===== src/rtl/viterbi_decode_if.sv =====
// Symbol/decision bundle for viterbi_decode.
//   master : drives in_valid, Y2N, Y1N, Y0N; samples X2N_hat, X1N_hat, out_valid
//   slave  : the decoder side (consumes the received symbol, returns decisions)
interface viterbi_decode_if;
    logic in_valid;
    logic Y2N;
    logic Y1N;
    logic Y0N;
    logic X2N_hat;
    logic X1N_hat;
    logic out_valid;

    modport master (
        output in_valid, Y2N, Y1N, Y0N,
        input  X2N_hat, X1N_hat, out_valid
    );

    modport slave (
        input  in_valid, Y2N, Y1N, Y0N,
        output X2N_hat, X1N_hat, out_valid
    );
endinterface


===== src/rtl/viterbi_decode.sv =====
// Hard-decision Viterbi decoder for the rate-2/3 trellis code.
// X1N is decoded over a 4-state trellis with register-exchange survivors;
// X2N is uncoded and delayed so it lines up with the decoded X1N.
//   clk : single clock, rising edge
//   res : asynchronous active-low reset
//   bus : viterbi_decode_if.slave
//         in_valid/Y2N/Y1N/Y0N in, X2N_hat/X1N_hat/out_valid out (registered)
// Parameters:
//   TB_DEPTH : survivor length D and decode latency in accepted symbols (4..32)
//   PM_W     : path-metric width (>= 4)
module viterbi_decode #(
    parameter int unsigned TB_DEPTH = 16,
    parameter int unsigned PM_W     = 5
) (
    input logic             clk,
    input logic             res,
    viterbi_decode_if.slave bus
);
    localparam int unsigned CW = $clog2(TB_DEPTH);
    localparam int unsigned EW = PM_W + 1;
    localparam logic [PM_W-1:0] PM_MAX  = '1;
    localparam logic [PM_W-1:0] PM_INIT = PM_W'(4);
    localparam logic [CW-1:0]   CNT_LAST = CW'(TB_DEPTH - 1);

    // The oldest survivor / delay-line bit goes straight into the output
    // register on the accepting edge, so only D-1 bits need to be stored.
    logic [PM_W-1:0]     pm_q   [4];
    logic [TB_DEPTH-2:0] surv_q [4];
    logic [TB_DEPTH-2:0] dly_q;
    logic [CW-1:0]       cnt_q;
    logic                x1_hat_q;
    logic                x2_hat_q;
    logic                out_valid_q;

    logic [EW-1:0]       acs    [4];
    logic [PM_W-1:0]     pm_n   [4];
    logic [TB_DEPTH-1:0] surv_n [4];
    logic [TB_DEPTH-1:0] dly_n;
    logic [EW-1:0]       min_m;
    logic [1:0]          best;

    logic [1:0]    idx;
    logic [1:0]    p0;
    logic [1:0]    p1;
    logic          y0_err;
    logic [1:0]    bm0;
    logic [1:0]    bm1;
    logic [EW-1:0] c0;
    logic [EW-1:0] c1;
    logic [EW-1:0] diff;

    // Add-compare-select, normalisation and best-state pick.
    // State index n = {x,a}; predecessors are {a,0} and {a,1}.
    always_comb begin
        idx    = '0;
        p0     = '0;
        p1     = '0;
        y0_err = 1'b0;
        bm0    = '0;
        bm1    = '0;
        c0     = '0;
        c1     = '0;
        diff   = '0;
        min_m  = '1;
        best   = '0;
        for (int unsigned n = 0; n < 4; n++) begin
            idx    = 2'(n);
            p0     = {idx[0], 1'b0};
            p1     = {idx[0], 1'b1};
            y0_err = (bus.Y0N != idx[0]);
            // From p0 the expected Y1 is x, from p1 it is ~x.
            bm0 = {1'b0, y0_err} + {1'b0, (bus.Y1N != idx[1])};
            bm1 = {1'b0, y0_err} + {1'b0, (bus.Y1N == idx[1])};
            c0  = {1'b0, pm_q[p0]} + EW'(bm0);
            c1  = {1'b0, pm_q[p1]} + EW'(bm1);
            if (c1 < c0) begin
                acs[n]    = c1;
                surv_n[n] = {surv_q[p1], idx[1]};
            end else begin
                acs[n]    = c0;
                surv_n[n] = {surv_q[p0], idx[1]};
            end
        end
        // Strict compare keeps the lowest index on ties.
        for (int unsigned n = 0; n < 4; n++) begin
            if (acs[n] < min_m) begin
                min_m = acs[n];
                best  = 2'(n);
            end
        end
        for (int unsigned n = 0; n < 4; n++) begin
            diff    = acs[n] - min_m;
            pm_n[n] = (diff > EW'(PM_MAX)) ? PM_MAX : diff[PM_W-1:0];
        end
    end

    assign dly_n = {dly_q, bus.Y2N};

    always_ff @(posedge clk or negedge res) begin
        if (!res) begin
            pm_q[0] <= '0;
            pm_q[1] <= PM_INIT;
            pm_q[2] <= PM_INIT;
            pm_q[3] <= PM_INIT;
            for (int unsigned i = 0; i < 4; i++) begin
                surv_q[i] <= '0;
            end
            dly_q       <= '0;
            cnt_q       <= '0;
            x1_hat_q    <= 1'b0;
            x2_hat_q    <= 1'b0;
            out_valid_q <= 1'b0;
        end else begin
            out_valid_q <= 1'b0;
            if (bus.in_valid) begin
                for (int unsigned i = 0; i < 4; i++) begin
                    pm_q[i]   <= pm_n[i];
                    surv_q[i] <= surv_n[i][TB_DEPTH-2:0];
                end
                dly_q <= dly_n[TB_DEPTH-2:0];
                if (cnt_q != CNT_LAST) begin
                    cnt_q <= cnt_q + CW'(1);
                end
                x1_hat_q    <= surv_n[best][TB_DEPTH-1];
                x2_hat_q    <= dly_n[TB_DEPTH-1];
                out_valid_q <= (cnt_q == CNT_LAST);
            end
        end
    end

    assign bus.X1N_hat   = x1_hat_q;
    assign bus.X2N_hat   = x2_hat_q;
    assign bus.out_valid = out_valid_q;
endmodule


===== src/flat_wrapper.sv =====
// flat-port wrapper written by rule: the top's interface ports become plain ports
module viterbi_decode_flat 
#(
    parameter int unsigned TB_DEPTH = 16,
    parameter int unsigned PM_W     = 5
)
  (clk, res, bus_in_valid, bus_Y2N, bus_Y1N, bus_Y0N, bus_X2N_hat, bus_X1N_hat, bus_out_valid);
  viterbi_decode_if bus_i ();
  input logic clk;
  input logic res;
  input wire logic [$bits(bus_i.in_valid)-1:0] bus_in_valid;
  input wire logic [$bits(bus_i.Y2N)-1:0] bus_Y2N;
  input wire logic [$bits(bus_i.Y1N)-1:0] bus_Y1N;
  input wire logic [$bits(bus_i.Y0N)-1:0] bus_Y0N;
  output wire logic [$bits(bus_i.X2N_hat)-1:0] bus_X2N_hat;
  output wire logic [$bits(bus_i.X1N_hat)-1:0] bus_X1N_hat;
  output wire logic [$bits(bus_i.out_valid)-1:0] bus_out_valid;
  assign bus_i.in_valid = bus_in_valid;
  assign bus_i.Y2N = bus_Y2N;
  assign bus_i.Y1N = bus_Y1N;
  assign bus_i.Y0N = bus_Y0N;
  assign bus_X2N_hat = bus_i.X2N_hat;
  assign bus_X1N_hat = bus_i.X1N_hat;
  assign bus_out_valid = bus_i.out_valid;
  viterbi_decode #(.TB_DEPTH(TB_DEPTH), .PM_W(PM_W)) u_core (.clk(clk), .res(res), .bus(bus_i));
endmodule

===== config.mk =====
export PLATFORM = sky130hd
export DESIGN_NAME = viterbi_decode_flat
export DESIGN_NICKNAME = d
export VERILOG_FILES = /design/src/rtl/viterbi_decode_if.sv /design/src/rtl/viterbi_decode.sv /design/src/flat_wrapper.sv
export SDC_FILE = /design/constraint.sdc
export NUM_CORES = 1
export LEC_CHECK = 0
export ABC_AREA = 1
export CAP_MARGIN = 20
export CORE_MARGIN = 2
export CORE_UTILIZATION = 64
export DETAILED_ROUTE_END_ITERATION = 10
export PLACE_DENSITY_LB_ADDON = 0.08
export SLEW_MARGIN = 20
export SYNTH_ARGS = -nofsm -noshare
export SYNTH_HDL_FRONTEND = slang
export SYNTH_SLANG_ARGS = --single-unit
export TNS_END_PERCENT = 100

===== constraint.sdc =====
create_clock -name clk -period 8.64 [get_ports clk]
set_input_delay 0.864 -clock clk [delete_from_list [all_inputs] [get_ports clk]]
set_output_delay 0.864 -clock clk [all_outputs]
set_load 0.01 [all_outputs]

==> images/floorplan.png <==
Pins as bars on the die edge. Tap cells in gray.
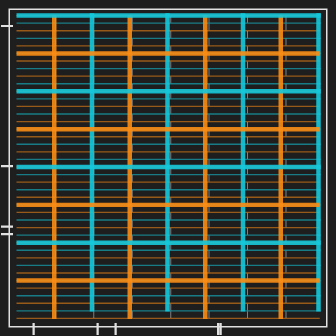
[VDD] cyan
[VSS] orange
rows: 40
met5 straps: 8
tap cells: 147
Die Y: 114 µm

==> images/class_map.png <==
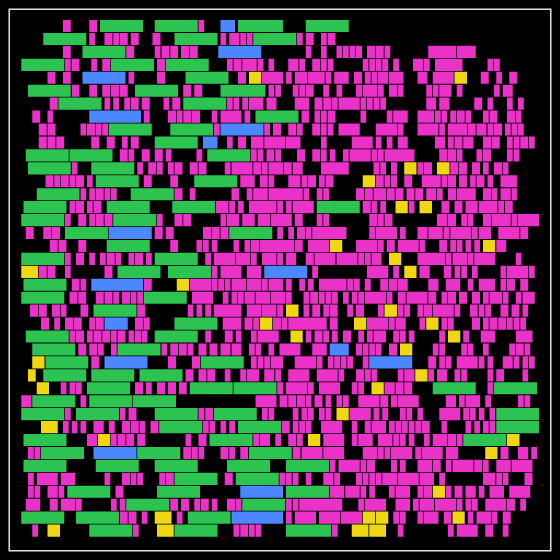
[remaining logic cells] magenta | cells: 956 | share of their area: 62%
[clock drivers and dummy loads] blue | cells: 16 | share of their area: 4.3%
[remaining buffers and delay cells] yellow | cells: 41 | share of their area: 3.9%
[sequential cells] green | cells: 97 | share of their area: 29%
core area: 11900 µm²
Seq/total area: 28.7%
Final Instance Area: 8470 µm²
FP Rows: 40
Final Util: 71.4%

==> images/clock_wires.png <==
The bar under the picture is 20 µm long.
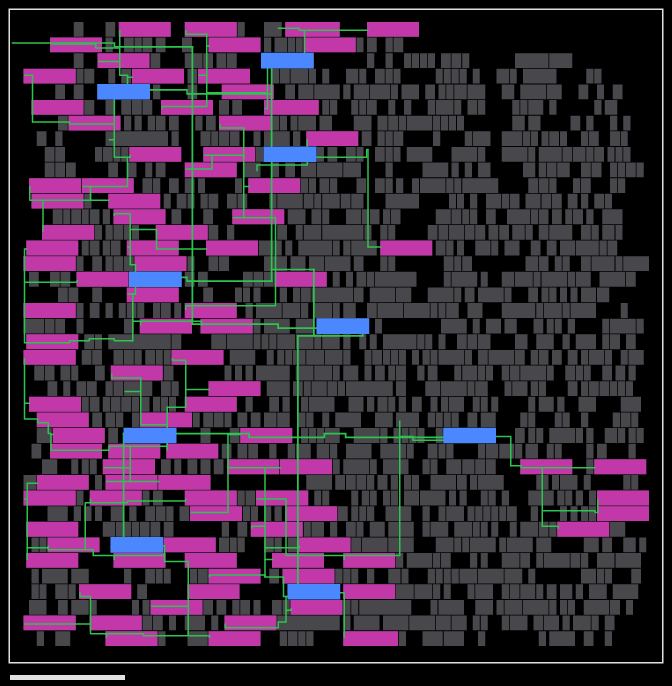
[clock-net drivers] blue | count: 9
[clock wires] green | length: 1260 µm
[flip-flops] magenta | count: 97
routed clock nets: 10

==> qor.yml <==
critical_path:
  cp_num_cells: 50
  crit_family: "simple AND/OR/NAND/NOR gates"
  worstSetupEndpointType: "flip-flop"
  r2r-end: "u_core.pm_q[9]"
  cp.arrival_ps: 8450
  r2r_cells: 47
  crit_buf_inv: 9
  path_class: "in2reg"
cts:
  clock-sinks: 97
  cts-root-buf: "clkbuf_16"
  cts_buffer_depth: 2
  cts_buffers: 9
synthesis:
  ys_warn_count: 0
  ys_sh_xor_pct: 4.53
  ys_sh_simple_pct: 26.1
  postSynthAreaPerCell_um2: 7.06
  ys_sh_aoi_pct: 15.8
  async_flop_share_pct: 100
  fa_ha_area_share_pct: 11.6
  yosysUniqueCellTypes: 43
  synthTopLogicFamily: "simple AND/OR/NAND/NOR gates"
  synth_cells: 1087
  top_area_cell: "dfrtp_1"
  yosys_cells: 1087
  mux_share_pct: 0
  synthTopCellsByCount: "259 x nand2_1, 160 x inv_1, 120 x o21ai_0, 94 x dfrtp_1, 79 x nand3_1"
  top_cell: "nand2_1"
worst_hold_path:
  min_path_type: "in2async"
final_timing:
  min_period_ps: 8210
  skew_ps: 10.6
  fmax_mhz: 122
  relSlewSlack_pct: 40.2
  setup_viol: 0
  maxSlewViolCount: 0
  period_used_pct: 95.0
  worst_pin_slew_ps: 897
placement:
  io_buffers: 8
  dpl_cell_area_um2: 8000
  dp.cells: 1237
cells_and_area:
  clock_buffers: 10
  mi_logic_area_um2: 4550
  bufAreaShareNonClock_pct: 3.78
  comb_cells: 790
  top_regs: "u_core.surv_q: 55 flops, u_core.pm_q: 20 flops, u_core.dly_q: 15 flops"
  inv_count: 166
  nFillCells: 1012
  lay_top_cells: "258 x nand2_1, 158 x inv_1, 115 x o21ai_0"
  regMostFlops: "u_core.surv_q"
  antenna_cells: 0
  area_growth_pct: 10.4
  num-nonclk-buffers: 41
  largest_reg_flops: 55
  seq_area_um2: 2430
  clk_share_pct: 4.22
  drive_gt1_share_pct: 11.7
  final_layout_top_logic_cell: "nand2_1"
  flop-count: 97
routing:
  drtAntennaViolNets: 0
  first_pass_iters: 5
  met2WireLength_mm: 8.54
run_status:
  status: "finished clean"
global_route:
  grt_max_degree: 96
  grt_antenna_before_repair: 0
  grt_pass1_vias: 6370
  grt_pass1_wl_mm: 30.6
floorplan:
  die_area_um2: 12900
  pin_count: 9
==> images/layers.png <==
The bar under the picture is 20 µm long.
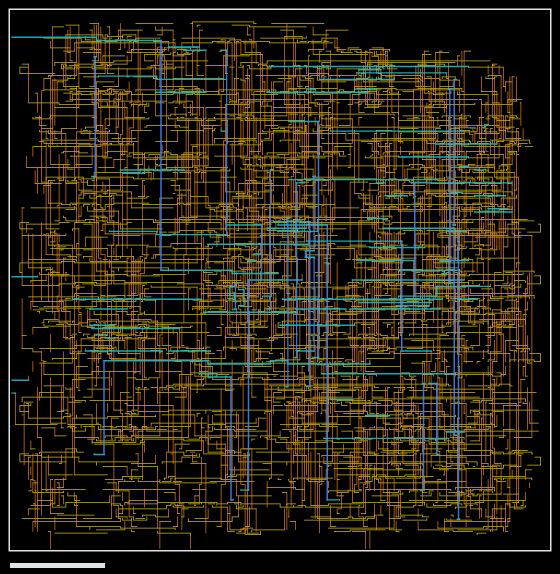
[M4] blue | wire length: 759 µm
[M2] orange | wire length: 8540 µm
[M1] yellow | wire length: 8520 µm
[M3] cyan | wire length: 1020 µm
Routed WL: 18.8 mm
drt wl/cell: 15.0 µm
total global-route track usage: 30.1%
Via Count: 6947

==> images/congestion_map.png <==
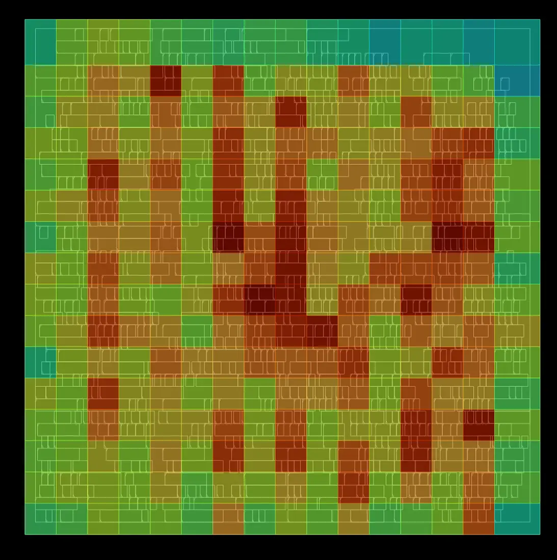
most used routing layer: met2
met1 GRT Util: 40.3%
M2 GR Usage: 48.1%
grt met3 use: 4.78%

